**src/rtl/match_len_tracker.sv**
```systemverilog
// Match-length tracker: counts string then pattern characters, latches the final
// lengths for a downstream matcher and hands them off with a rdy/ack handshake.
module match_len_tracker #(
    parameter int STR_MAX = 32,
    parameter int PAT_MAX = 8,
    parameter int WRAP    = 1,
    localparam int SW = $clog2(STR_MAX + 1),
    localparam int PW = $clog2(PAT_MAX + 1)
) (
    input  logic          clk,
    input  logic          rst,
    input  logic          ctrlsig,
    input  logic          pcnt_clr,
    input  logic          str_valid,
    input  logic          str_last,
    input  logic          pat_valid,
    input  logic          pat_last,
    input  logic          ack,
    output logic [SW-1:0] scnt,
    output logic [PW-1:0] plen,
    output logic [SW-1:0] slen_q,
    output logic [PW-1:0] plen_q,
    output logic          rdy,
    output logic          str_ovf,
    output logic          pat_ovf,
    output logic [1:0]    state
);

    // state  | meaning
    // IDLE   | waiting for the first string character
    // S_STR  | counting string characters
    // S_PAT  | counting pattern characters
    // S_RDY  | lengths latched, waiting for ack
    localparam logic [1:0] IDLE  = 2'd0;
    localparam logic [1:0] S_STR = 2'd1;
    localparam logic [1:0] S_PAT = 2'd2;
    localparam logic [1:0] S_RDY = 2'd3;

    localparam logic [SW-1:0] STR_TOP = SW'(STR_MAX);
    localparam logic [PW-1:0] PAT_TOP = PW'(PAT_MAX);

    logic [1:0]    st_q, st_d;
    logic [SW-1:0] str_cnt_q, str_cnt_d;
    logic [PW-1:0] pat_cnt_q, pat_cnt_d;
    logic [SW-1:0] slen_lat_q, slen_lat_d;
    logic [PW-1:0] plen_lat_q, plen_lat_d;
    logic          str_ovf_q, str_ovf_d;
    logic          pat_ovf_q, pat_ovf_d;

    logic [SW-1:0] str_inc;
    logic [PW-1:0] pat_inc;
    logic          str_top_hit;
    logic          pat_top_hit;

    // Incrementing from MAX either wraps to 0 or sticks at MAX.
    always_comb begin
        str_top_hit = (str_cnt_q == STR_TOP);
        pat_top_hit = (pat_cnt_q == PAT_TOP);
        str_inc     = str_cnt_q + SW'(1);
        pat_inc     = pat_cnt_q + PW'(1);
        if (str_top_hit) begin
            str_inc = (WRAP != 0) ? '0 : STR_TOP;
        end
        if (pat_top_hit) begin
            pat_inc = (WRAP != 0) ? '0 : PAT_TOP;
        end
    end

    always_comb begin
        st_d       = st_q;
        str_cnt_d  = str_cnt_q;
        pat_cnt_d  = pat_cnt_q;
        slen_lat_d = slen_lat_q;
        plen_lat_d = plen_lat_q;
        str_ovf_d  = str_ovf_q;
        pat_ovf_d  = pat_ovf_q;
        case (st_q)
            IDLE: begin
                if (str_valid) begin
                    str_cnt_d = SW'(1);
                    if (str_last) begin
                        slen_lat_d = SW'(1);
                        st_d       = S_PAT;
                    end else begin
                        st_d = S_STR;
                    end
                end
            end
            S_STR: begin
                if (str_valid) begin
                    str_cnt_d = str_inc;
                    if (str_top_hit) begin
                        str_ovf_d = 1'b1;
                    end
                    if (str_last) begin
                        slen_lat_d = str_inc;
                        st_d       = S_PAT;
                    end
                end
            end
            S_PAT: begin
                // A clear or disabled count swallows any same-cycle character.
                if (pcnt_clr || !ctrlsig) begin
                    pat_cnt_d = '0;
                    if (pcnt_clr) begin
                        pat_ovf_d = 1'b0;
                    end
                end else if (pat_valid) begin
                    pat_cnt_d = pat_inc;
                    if (pat_top_hit) begin
                        pat_ovf_d = 1'b1;
                    end
                    if (pat_last) begin
                        plen_lat_d = pat_inc;
                        st_d       = S_RDY;
                    end
                end
            end
            S_RDY: begin
                if (ack) begin
                    st_d      = IDLE;
                    str_cnt_d = '0;
                    pat_cnt_d = '0;
                    str_ovf_d = 1'b0;
                    pat_ovf_d = 1'b0;
                end
            end
            default: st_d = IDLE;
        endcase
    end

    always_ff @(posedge clk) begin
        if (rst) begin
            st_q       <= IDLE;
            str_cnt_q  <= '0;
            pat_cnt_q  <= '0;
            slen_lat_q <= '0;
            plen_lat_q <= '0;
            str_ovf_q  <= 1'b0;
            pat_ovf_q  <= 1'b0;
        end else begin
            st_q       <= st_d;
            str_cnt_q  <= str_cnt_d;
            pat_cnt_q  <= pat_cnt_d;
            slen_lat_q <= slen_lat_d;
            plen_lat_q <= plen_lat_d;
            str_ovf_q  <= str_ovf_d;
            pat_ovf_q  <= pat_ovf_d;
        end
    end

    assign state   = st_q;
    assign scnt    = str_cnt_q;
    assign plen    = pat_cnt_q;
    assign slen_q  = slen_lat_q;
    assign plen_q  = plen_lat_q;
    assign rdy     = (st_q == S_RDY);
    assign str_ovf = str_ovf_q;
    assign pat_ovf = pat_ovf_q;

endmodule

```
**config.mk**
```make
export PLATFORM = sky130hd
export DESIGN_NAME = match_len_tracker
export DESIGN_NICKNAME = d
export VERILOG_FILES = /design/src/rtl/match_len_tracker.sv
export SDC_FILE = /design/constraint.sdc
export NUM_CORES = 1
export LEC_CHECK = 0
export CORE_UTILIZATION = 52
export CTS_CLUSTER_SIZE = 20
export DETAILED_ROUTE_END_ITERATION = 6
export PLACE_DENSITY = 0.84
export SYNTH_ARGS = -nofsm -noshare
export SYNTH_HDL_FRONTEND = slang
export SYNTH_SLANG_ARGS = --single-unit
```
**constraint.sdc**
```tcl
create_clock -name clk -period 2.8 [get_ports clk]
set_input_delay 0.56 -clock clk [delete_from_list [all_inputs] [get_ports clk]]
set_output_delay 0.56 -clock clk [all_outputs]
set_load 0.02 [all_outputs]
```
Fig. 1: run 1, gate families picked out
Scale bar: 20 um.
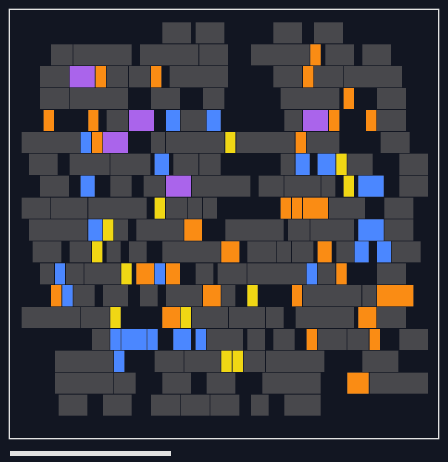
legend:
  inverters:
    color: yellow
    cells: 12
  NOR gates:
    color: orange
    cells: 29
  XOR/XNOR gates:
    color: purple
    cells: 5
  NAND gates:
    color: blue
    cells: 22

Fig. 2: run 1, cell sizes after repair
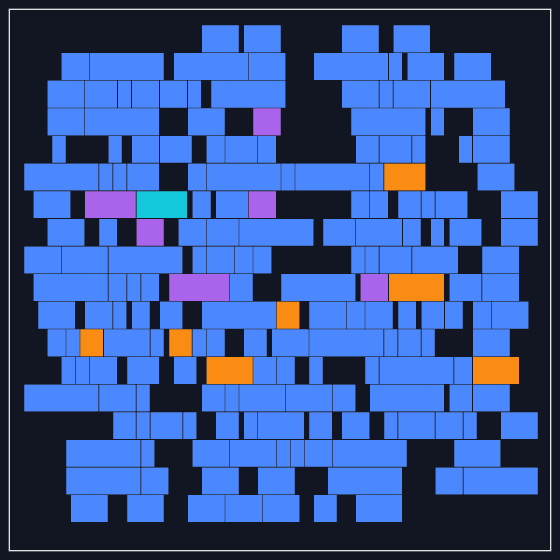
legend:
  drive 1 or less:
    color: blue
    cells: 177
    share: 93%
  drive 2:
    color: orange
    cells: 7
    share: 3.7%
  drive 3 to 4:
    color: purple
    cells: 6
    share: 3.1%
  drive 6 and up:
    color: cyan
    cells: 1
    share: 0.52%

Fig. 3: run 1, routed clock nets over the placement
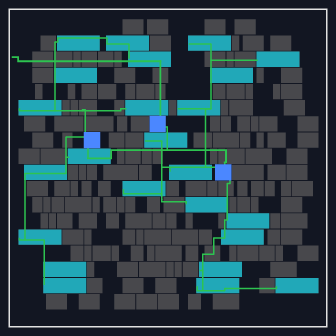
legend:
  flip-flops:
    color: cyan
    count: 24
  cells driving clock nets:
    color: blue
    count: 3
  clock wires:
    color: green
    length: 281 um
flops lie: widely spread
Clock Power Share: 16.8%
clk pwr: 0.184 mW
Late-Pin Clk Latency: 0.32 ns

Fig. 4: run 1, metal 3
Cells faint in the background.
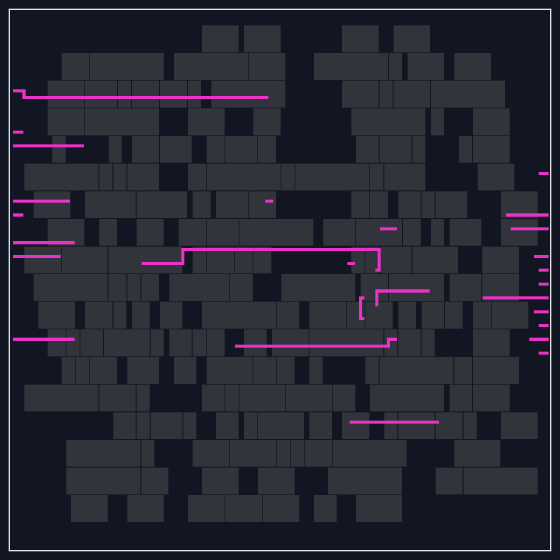
share of all routed wire: 4.4%
main direction: horizontal
wire length on this layer: 138 um
nets with wire on the layer: 25
Via Count: 1252
Routed WL: 3.14 mm

==> reports/metrics.yaml, run 1 <==
ant_nets: 0
io_pins: 34
clkSlewWorstSetupHoldPaths_ns: 0.13
cpPeakStageDelay_ns: 0.67
worst-path-buf-inv: 1
synthCells: 157
yosys_area_sq_um: 1360
drive_above_1_share_pct: 7.33
yosys-top-cells-count: "dfxtp_1 (24), nor2_1 (18), inv_1 (12)"
yosys-top-cells-area: "dfxtp_1 (35%), ha_1 (8.3%), nor2_1 (5.0%), mux2i_1 (4.4%), a22oi_1 (3.3%)"
edf_count: 0
htreeDepth: 1
crit_arrival_ns: 1.83
p_per_area_nw_per_um2: 624
area_growth_pct: 29.0
layout_top_cell: "clkdlybuf4s50_1"
vias_per_cell: 5.67
netlist_area_sq_um: 1360
fin_setup_tns_ns: 0
drt_iter0_markers: 25
yosys_warnings: 0
cts_buffer_depth: 2
r2r_start: "state[1]"
cts-resized-gates: 0
outcome: "finished, final reports clean"
min-delay-path-class: "reg -> reg"
synth.avg_cell_area_sq_um: 8.67
period_needed_ns: 2.39
synth_nets: 175
grt.total_usage_pct: 24.3
totalPowerFinal_mw: 1.10
synthSimpleGateAreaFrac_pct: 25.2
crit_chain: "ha_1, clkdlybuf4s50_1"
holdBufCountCts: 0
synth.mux.area_fraction_pct: 5.24
crit_slowest_cell: "clkdlybuf4s50_1"
synth_cell_types: 42
synthAdderAreaFrac_pct: 8.27
die_x_um: 53.2
dp_hpwl_mm: 2.38
min_to: "slen_q[2]"
core_sq_um: 2480
finalMaxSlewViolations: 0
rrSetupSlack_ns: 0.88
antenna_cells: 0
fmax_mhz: 419
rr_endpoint: "scnt[2]"
cp_data_required_time_ns: 2.24
logic_family: "simple AND/OR/NAND/NOR gates"
warning_count: 32
grt_max_degree: 14
die_h_um: 53.2
portBuffers: 33
hold_viol_final: 0
cp-start-kind: "register"
ys_ff: 24
grt_pass1_vias: 1158
synth-main-ff-cell: "dfxtp_1"
stdcell_count: 221
drcViolationCount: 0
chipArea_sq_um: 2830
rows: 18
antenna_found_initial: 0
yosysMostFrequentCell: "dfxtp_1"
synth_top_area_share_pct: 35.3
xor_area_share_pct: 3.22
initCoreUtil_pct: 54.9
cts_root_buf: "clkbuf_4"
worstHoldPathCells: 2
firstDrtPassIters: 4
final_area_sq_um: 1760
cap_violations: 0
fin_nets: 210
async_flop_share_pct: 0
layout_top_cells: "clkdlybuf4s50_1 (33), dfxtp_1 (24), nor2_1 (18)"
rsz0062_at_grt: "no"
p_leak_nw: 0.637
wl_per_cell_um: 14.2
finClkSkew_ns: 0.00868
worst_slew_pin_slew_ns: 0.470
finalCritPeriodShare_pct: 85.3
crit_path_end_kind: "primary output"
ys_seq_share_pct: 35.3
gp_congestion: 0.846
grt_pass1_wl_mm: 5.00
reg2regPathDepth: 6
placed_cell_area_sq_um: 1720
worstPathMaxFanout: 8
cts_setup_buffers: 0
cts_made_buffers: 3
ys_cells: 157
synth_top_cell_by_area: "dfxtp_1"
synth-compound-area-share_pct: 18.3
ir_drop_v: 0.000435
dp_cells: 217
cts_sinks: 24
## run 1: worst max path at each step
stage | cells past startpoint | startpoint | slack, ns | endpoint
2_1_floorplan | 6 | state[0] | 0.95 | plen[1]
3_3_place_gp | 5 | pat_valid | 0.70 | plen[1]
3_5_place_dp | 5 | ctrlsig | 0.61 | plen[2]
4_1_cts | 2 | state[1] | 0.41 | rdy
5_1_grt | 2 | state[1] | 0.31 | rdy
6_report | 2 | state[1] | 0.41 | rdy
## run 1: power by group
part	leakage [nW]	internal [mW]	total [mW]	switching, mW
registers	0.194	0.370	0.406	0.0352
logic	0.421	0.212	0.507	0.295
clock network	0.0210	0.0796	0.184	0.105
total	0.637	0.662	1.10	0.434
## run 1: cell type report
class                   instances  area [sq um]
inverters                      12          45.0
flip-flops and latches         24           480
fillers                       196           721
well taps                      30          37.5
repair buffers                 34           338
multi-input cells             117           820
clock buffers                   4          36.3
## run 1: per-stage QoR
stage | worst slack, ns | util (%) | hold WS (ns)
2_1_floorplan | 0.951 | - | 0.542
3_3_place_gp | 0.695 | 69.4 | 0.464
3_5_place_dp | 0.613 | 69.4 | 0.469
4_1_cts | 0.405 | 70.9 | 0.486
5_1_grt | 0.310 | 70.9 | 0.525
6_report | 0.412 | 70.9 | 0.481
## run 1: sequential cells by signal, summed over array words and instances, names as in the netlist
name / flops
plen: 4
plen_q: 4
str_ovf: 1
pat_ovf: 1
slen_q: 6
state: 2
scnt: 6
## run 1: worst min-delay path, delay by kind of cell (launching register included)
kind / cells / cell delay [ns]
AOI/OAI and AO/OA: 1 / 0.06
DFF: 1 / 0.34
and+or+nand+nor: 1 / 0.06
## run 1: metal layers
layer	global-route usage, %	up-vias	wire length, um
met3	7.76	4	138
met1	27.6	586	1390
met2	43.0	32	1590
li1	-	630	-
met5	0	-	0
met4	7.02	0	25
==> run 2, diff against run 1 <==
--- a/config.mk
+++ b/config.mk
@@ -7,2 +7,3 @@
 export LEC_CHECK = 0
+export CAP_MARGIN = 40
 export CORE_UTILIZATION = 52
--- a/constraint.sdc
+++ b/constraint.sdc
@@ -3,2 +3,2 @@
 set_output_delay 0.56 -clock clk [all_outputs]
-set_load 0.02 [all_outputs]
+set_load 0.01 [all_outputs]
Fig. 5: run 2, routed clock nets over the placement
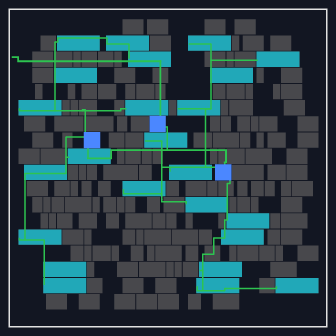
legend:
  cells driving clock nets:
    color: blue
    count: 3
  clock wires:
    color: green
    length: 281 um
  flip-flops:
    color: cyan
    count: 24
flops lie: widely spread
routed clock nets: 4

Fig. 6: run 2, metal 3
Cells faint in the background.
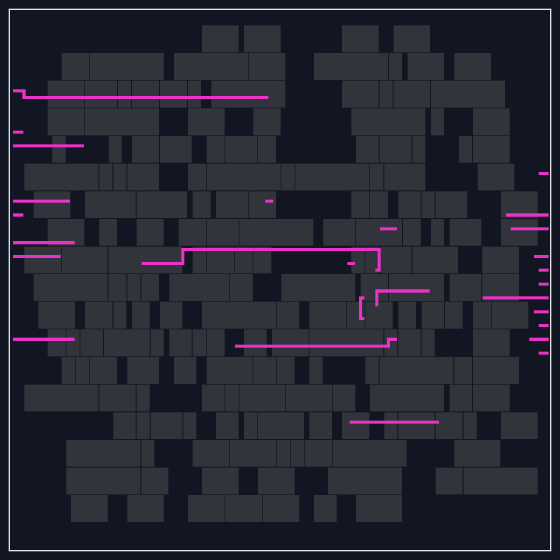
share of all routed wire: 4.4%
nets with wire on the layer: 25
main direction: horizontal
wire length on this layer: 138 um
M3 GR Usage: 7.76%

Fig. 7: run 2, gate families picked out
Scale bar: 20 um.
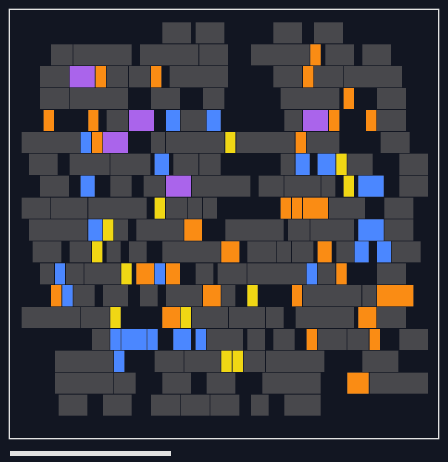
legend:
  NAND gates:
    color: blue
    cells: 22
  NOR gates:
    color: orange
    cells: 29
  XOR/XNOR gates:
    color: purple
    cells: 5
  inverters:
    color: yellow
    cells: 12
Top cell excl fill/tap: clkdlybuf4s50_1
Final Non-Filler Cells: 221
Comb area share: 46.7%

==> run 2 against run 1 <==
  * Synthesized cell count is the same
  * Clock skew is the same
  * Non-clock buffer count is the same
  * Critical path type unchanged
==> reports/metrics.yaml, run 2 <==
yosysMostFrequentCell: "dfxtp_1"
grt-busiest-layer: "met2"
r2r_start: "state[1]"
synth_top_cell_by_area: "dfxtp_1"
clkSlewWorstSetupHoldPaths_ns: 0.13
ys_ff: 24
period_needed_ns: 2.32
fin_util_pct: 70.9
cp-start-kind: "register"
outcome: "finished, final reports clean"
htreeDepth: 1
ir_drop_v: 0.000406
synth_cell_types: 42
synthAdderAreaFrac_pct: 8.27
synth_top_area_share_pct: 35.3
synthCells: 157
vias_per_cell: 5.67
reg2regPathDepth: 6
dp_hpwl_mm: 2.38
worstPathMaxFanout: 8
seq_area_sq_um: 480
drt_iter0_markers: 25
wl_per_cell_um: 14.2
synth.mux.area_fraction_pct: 5.24
edf_count: 0
cts_setup_buffers: 0
ys_seq_share_pct: 35.3
xor_area_share_pct: 3.22
dp_worst_setup_slack_ns: 0.613
grt.met1_usage_pct: 27.6
synth-compound-area-share_pct: 18.3
final_area_sq_um: 1760
grt_pass1_wl_mm: 5.00
p_per_area_nw_per_um2: 611
crit_end: "rdy"
firstDrtPassIters: 4
num_vias: 1252
grt_max_degree: 14
yosys_area_sq_um: 1360
initCoreUtil_pct: 54.9
worst_slack_ns: 0.480
cts_made_buffers: 3
fmax_mhz: 431
ant_nets: 0
cp_data_required_time_ns: 2.24
drt-total-wl_mm: 3.14
synth.avg_cell_area_sq_um: 8.67
fin_nets: 210
fin_setup_tns_ns: 0
antenna_found_initial: 0
area_growth_pct: 29.0
min-delay-path-class: "reg -> reg"
io_pins: 34
rr_endpoint: "scnt[2]"
logic_area_sq_um: 820
die_x_um: 53.2
hold_viol_final: 0
netlist_area_sq_um: 1360
layout_top_cells: "clkdlybuf4s50_1 (33), dfxtp_1 (24), nor2_1 (18)"
clock_latency_ns: 0.32
yosys-top-cells-count: "dfxtp_1 (24), nor2_1 (18), inv_1 (12)"
synthSimpleGateAreaFrac_pct: 25.2
cts_sinks: 24
cts_root_buf: "clkbuf_4"
met2_usage_pct: 43.0
finalMaxSlewViolations: 0
portBuffers: 33
crit_path_end_kind: "primary output"
crit_arrival_ns: 1.76
cap_violations: 0
totalPowerFinal_mw: 1.07
fill_cells: 196
core_sq_um: 2480
gp_congestion: 0.846
holdBufCountCts: 0
ys_cells: 157
cts-resized-gates: 0
warning_count: 32
whs_ns: 0.481
cp-startpoint: "state[1]"
synth-main-ff-cell: "dfxtp_1"
worst_slew_pin_slew_ns: 0.470
rsz0062_at_grt: "no"
p_leak_nw: 0.637
yosys_warnings: 0
chipArea_sq_um: 2830
grt_pass1_vias: 1158
finClkSkew_ns: 0.00868
synth_nets: 175
placed_cell_area_sq_um: 1720
cts_buffer_depth: 2
-- run 2: cell counts after synthesis --
No cell type changed its count.
-- run 2: worst min path at each step --
stage | slack [ns] | cells past startpoint | to
6_report | 0.48 | 2 | slen_q[2]
5_1_grt | 0.52 | 2 | str_ovf
4_1_cts | 0.49 | 2 | slen_q[2]
3_5_place_dp | 0.47 | 2 | slen_q[2]
3_3_place_gp | 0.46 | 2 | slen_q[2]
2_1_floorplan | 0.49 | 2 | slen_q[2]
-- run 2: cell families (layout without fill, tap and decap cells) --
group | count (synthesis) | after routing
xor gates and xnor gates | 5 | 5
DFF | 24 | 24
and+or+nand+nor | 62 | 62
buffers and inverters | 16 | 50
AOI/OAI and AO/OA | 34 | 34
muxes | 7 | 7
adders and majority gates | 9 | 9
-- run 2: critical path, cell delays in order (launching register included) --
cell and delay (ns):
dfxtp_1 0.45, ha_1 0.38, clkdlybuf4s50_1 0.60
-- run 2: metal layers --
layer / up-vias / share of wire (%)
met1: 586 / 44
li1: 630 / -
met4: 0 / 0.80
met2: 32 / 51
met3: 4 / 4.4
met5: - / 0
-- run 2: layout make-up --
| class | instances | share of cell area (%) |
|---|---|---|
| Timing Repair Buffer | 34 | 19.2 |
| Tap cell | 30 | 2.14 |
| Sequential cell | 24 | 27.4 |
| Multi-Input combinational cell | 117 | 46.7 |
| Inverter | 12 | 2.56 |
| Clock buffer | 4 | 2.07 |
-- run 2: where the power goes --
part | switching (mW) | internal (mW) | total [mW]
clock | 0.105 | 0.0796 | 0.184
combinational | 0.271 | 0.212 | 0.483
sequential | 0.0352 | 0.370 | 0.406
total | 0.411 | 0.662 | 1.07
Fig. 8: run 2, track usage over the die
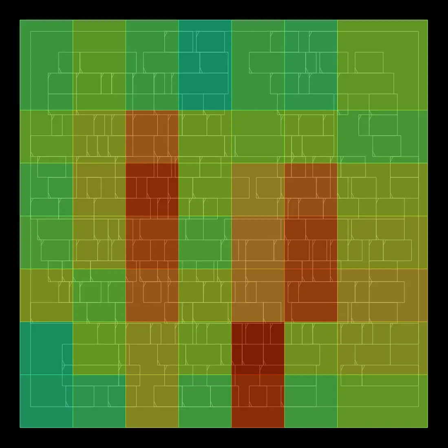

==> run 3, diff against run 2 <==
CORE_UTILIZATION = 48   (was 52)
PLACE_DENSITY = 0.78   (was 0.84)
clock period = 2.39 ns   (was 2.8 ns; I/O delays follow)
Fig. 9: run 3, track usage over the die
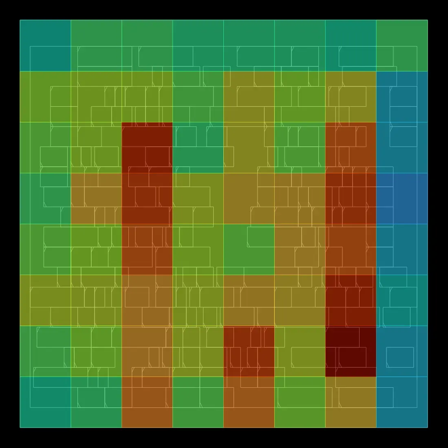
met2 Use GR: 37.5%
M3 GR Usage: 3.28%
wire length per cell: 14.3 um
final design utilization: 68.7%

Fig. 10: run 3, routed clock nets over the placement
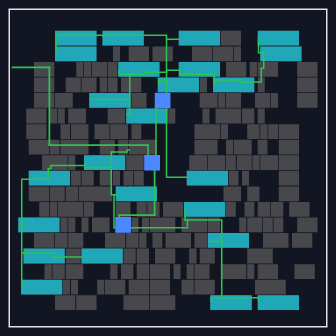
legend:
  clock wires:
    color: green
    length: 292 um
  flip-flops:
    color: cyan
    count: 24
  cells driving clock nets:
    color: blue
    count: 3
routed clock nets: 4
flops lie: widely spread

Fig. 11: run 3, gate families picked out
Scale bar: 20 um.
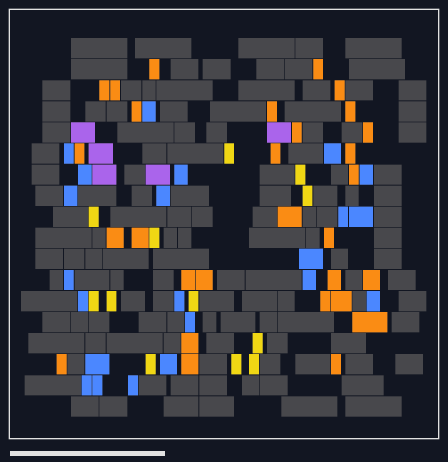
legend:
  NAND gates:
    color: blue
    cells: 22
  inverters:
    color: yellow
    cells: 12
  XOR/XNOR gates:
    color: purple
    cells: 5
  NOR gates:
    color: orange
    cells: 29
Final Non-Filler Cells: 222
Comb area share: 46.5%

==> run 3 against run 2 <==
  * Die size rose by 8.0%
  * Final cell count up 0.45%
  * Final area rose by 0.43%
  * Area after synthesis is the same
  * Highest routed layer unchanged
  * Critical path depth is the same
  * Clock-buffer cell count stayed put
  * Clock power is 17% higher
  * Total power rose by 18%
  * Register-to-register slack got worse by 0.43 ns
  * First-iteration DRC count up 40%
  * Largest cell class unchanged
  * Utilization fell by 2.2 points
==> reports/metrics.yaml, run 3 <==
async_flop_share_pct: 0
hold_viol_final: 0
seq-power_mw: 0.475
synth_top_area_share_pct: 35.3
fmax_mhz: 453
synth_top_cell_by_area: "dfxtp_1"
worstHoldPathCells: 2
fill_cells: 218
cts_root_buf: "clkbuf_4"
firstDrtPassIters: 4
synth.avg_cell_area_sq_um: 8.67
synthCells: 157
dp_cells: 218
period_needed_ns: 2.21
netlist_area_sq_um: 1360
drive_above_1_share_pct: 7.81
relSlewSlack_pct: 68.4
comb_power_share_pct: 45.4
initCoreUtil_pct: 53.0
htreeDepth: 1
seq_area_sq_um: 480
grt_max_degree: 14
rows: 18
cts-resized-gates: 0
p_int_mw: 0.777
ys_seq_share_pct: 35.3
dp_hpwl_mm: 2.41
antenna_cells: 0
yosys_area_sq_um: 1360
finalMaxSlewViolations: 0
yosys-top-cells-area: "dfxtp_1 (35%), ha_1 (8.3%), nor2_1 (5.0%), mux2i_1 (4.4%), a22oi_1 (3.3%)"
wl_met3_um: 150
synth-main-ff-cell: "dfxtp_1"
drt-total-wl_mm: 3.18
grt.total_usage_pct: 21.4
antenna_found_initial: 0
reg2regPathDepth: 6
die_h_um: 55.3
fin_nets: 211
portBuffers: 33
ys_ff: 24
ir_drop_v: 0.000677
ant_nets: 0
chipArea_sq_um: 3050
finClkSkew_ns: 0.00798
yosys_warnings: 0
ys_cells: 157
yosys-top-cells-count: "dfxtp_1 (24), nor2_1 (18), inv_1 (12)"
p_per_area_nw_per_um2: 716
finalCritPeriodShare_pct: 92.3
edf_count: 0
logic_area_sq_um: 820
wl_met1_mm: 1.40
cp-start-kind: "register"
cts_made_buffers: 3
clock_power_mw: 0.215
cts_setup_buffers: 0
grt_pass1_vias: 1252
grt-busiest-layer: "met2"
maxPowerGroup: "combinational cells"
whs_ns: 0.490
cts_buffer_depth: 2
synth_nets: 175
p_sw_share_pct: 38.5
area_growth_pct: 29.6
io_pins: 34
num_vias: 1276
cts_sinks: 24
top_layer: "met4"
vias_per_cell: 5.75
fin_setup_tns_ns: 0
outcome: "finished, final reports clean"
holdBufCountCts: 0
clock_latency_ns: 0.31
core_sq_um: 2570
p_leak_nw: 0.641
p_seq_share_pct: 37.6
warning_count: 32
synth_cell_types: 42
clock_power_share_pct: 17.0
layout_top_cell: "clkdlybuf4s50_1"
min-delay-path-class: "reg -> reg"
worst_slew_pin_slew_ns: 0.473
clkSlewWorstSetupHoldPaths_ns: 0.14
drt_iter0_markers: 35
grt_pass1_wl_mm: 5.40
worstPathMaxFanout: 8
yosysMostFrequentCell: "dfxtp_1"
power.switching_mw: 0.486
cap_violations: 0
rsz0062_at_grt: "no"
[run 3: cell counts after synthesis]
No cell type changed its count.
[run 3: critical path, stage by stage (launching register included)]
cell and delay, ns:
dfxtp_1 0.46, ha_1 0.36, clkdlybuf4s50_1 0.59
[run 3: per-stage QoR]
| stage | instance area, sq um | power, mW | utilization, % | setup slack, ns |
|---|---|---|---|---|
| floorplan | 1360 | 0.868 | - | 0.633 |
| global placement | 1730 | 1.02 | 67.3 | 0.375 |
| detailed placement | 1730 | 1.05 | 67.3 | 0.316 |
| CTS | 1760 | 1.27 | 68.7 | 0.169 |
| global route | 1760 | 1.36 | 68.7 | 0.0870 |
| finish | 1760 | 1.26 | 68.7 | 0.184 |
[run 3: layout make-up]
| class | instances | share of cell area, % |
|---|---|---|
| sequential | 24 | 27.2 |
| timing repair buffer | 35 | 19.6 |
| multi-input combinational | 117 | 46.5 |
| clock buffer | 4 | 2.06 |
| inverter | 12 | 2.55 |
| tap | 30 | 2.13 |
[run 3: kinds of logic (layout without fill, tap and decap cells)]
family          count (synthesis)  after routing  synth area share [%]
simple gates                   62             62                  25.2
compound gates                 34             34                  18.3
flops                          24             24                  35.3
buf+inv                        16             51                  4.50
fa+ha+maj                       9              9                  8.27
mux                             7              7                  5.24
xor+xnor                        5              5                  3.22
[run 3: worst paths after layout]
check | from | to | slack [ns]
min | slen_q[5] | slen_q[5] | 0.49
min reg2reg | slen_q[5] | slen_q[5] | 0.49
max reg2reg | state[1] | scnt[2] | 0.45
max | state[1] | rdy | 0.18
No activity file was given, so power comes from the tool's default toggle rates.
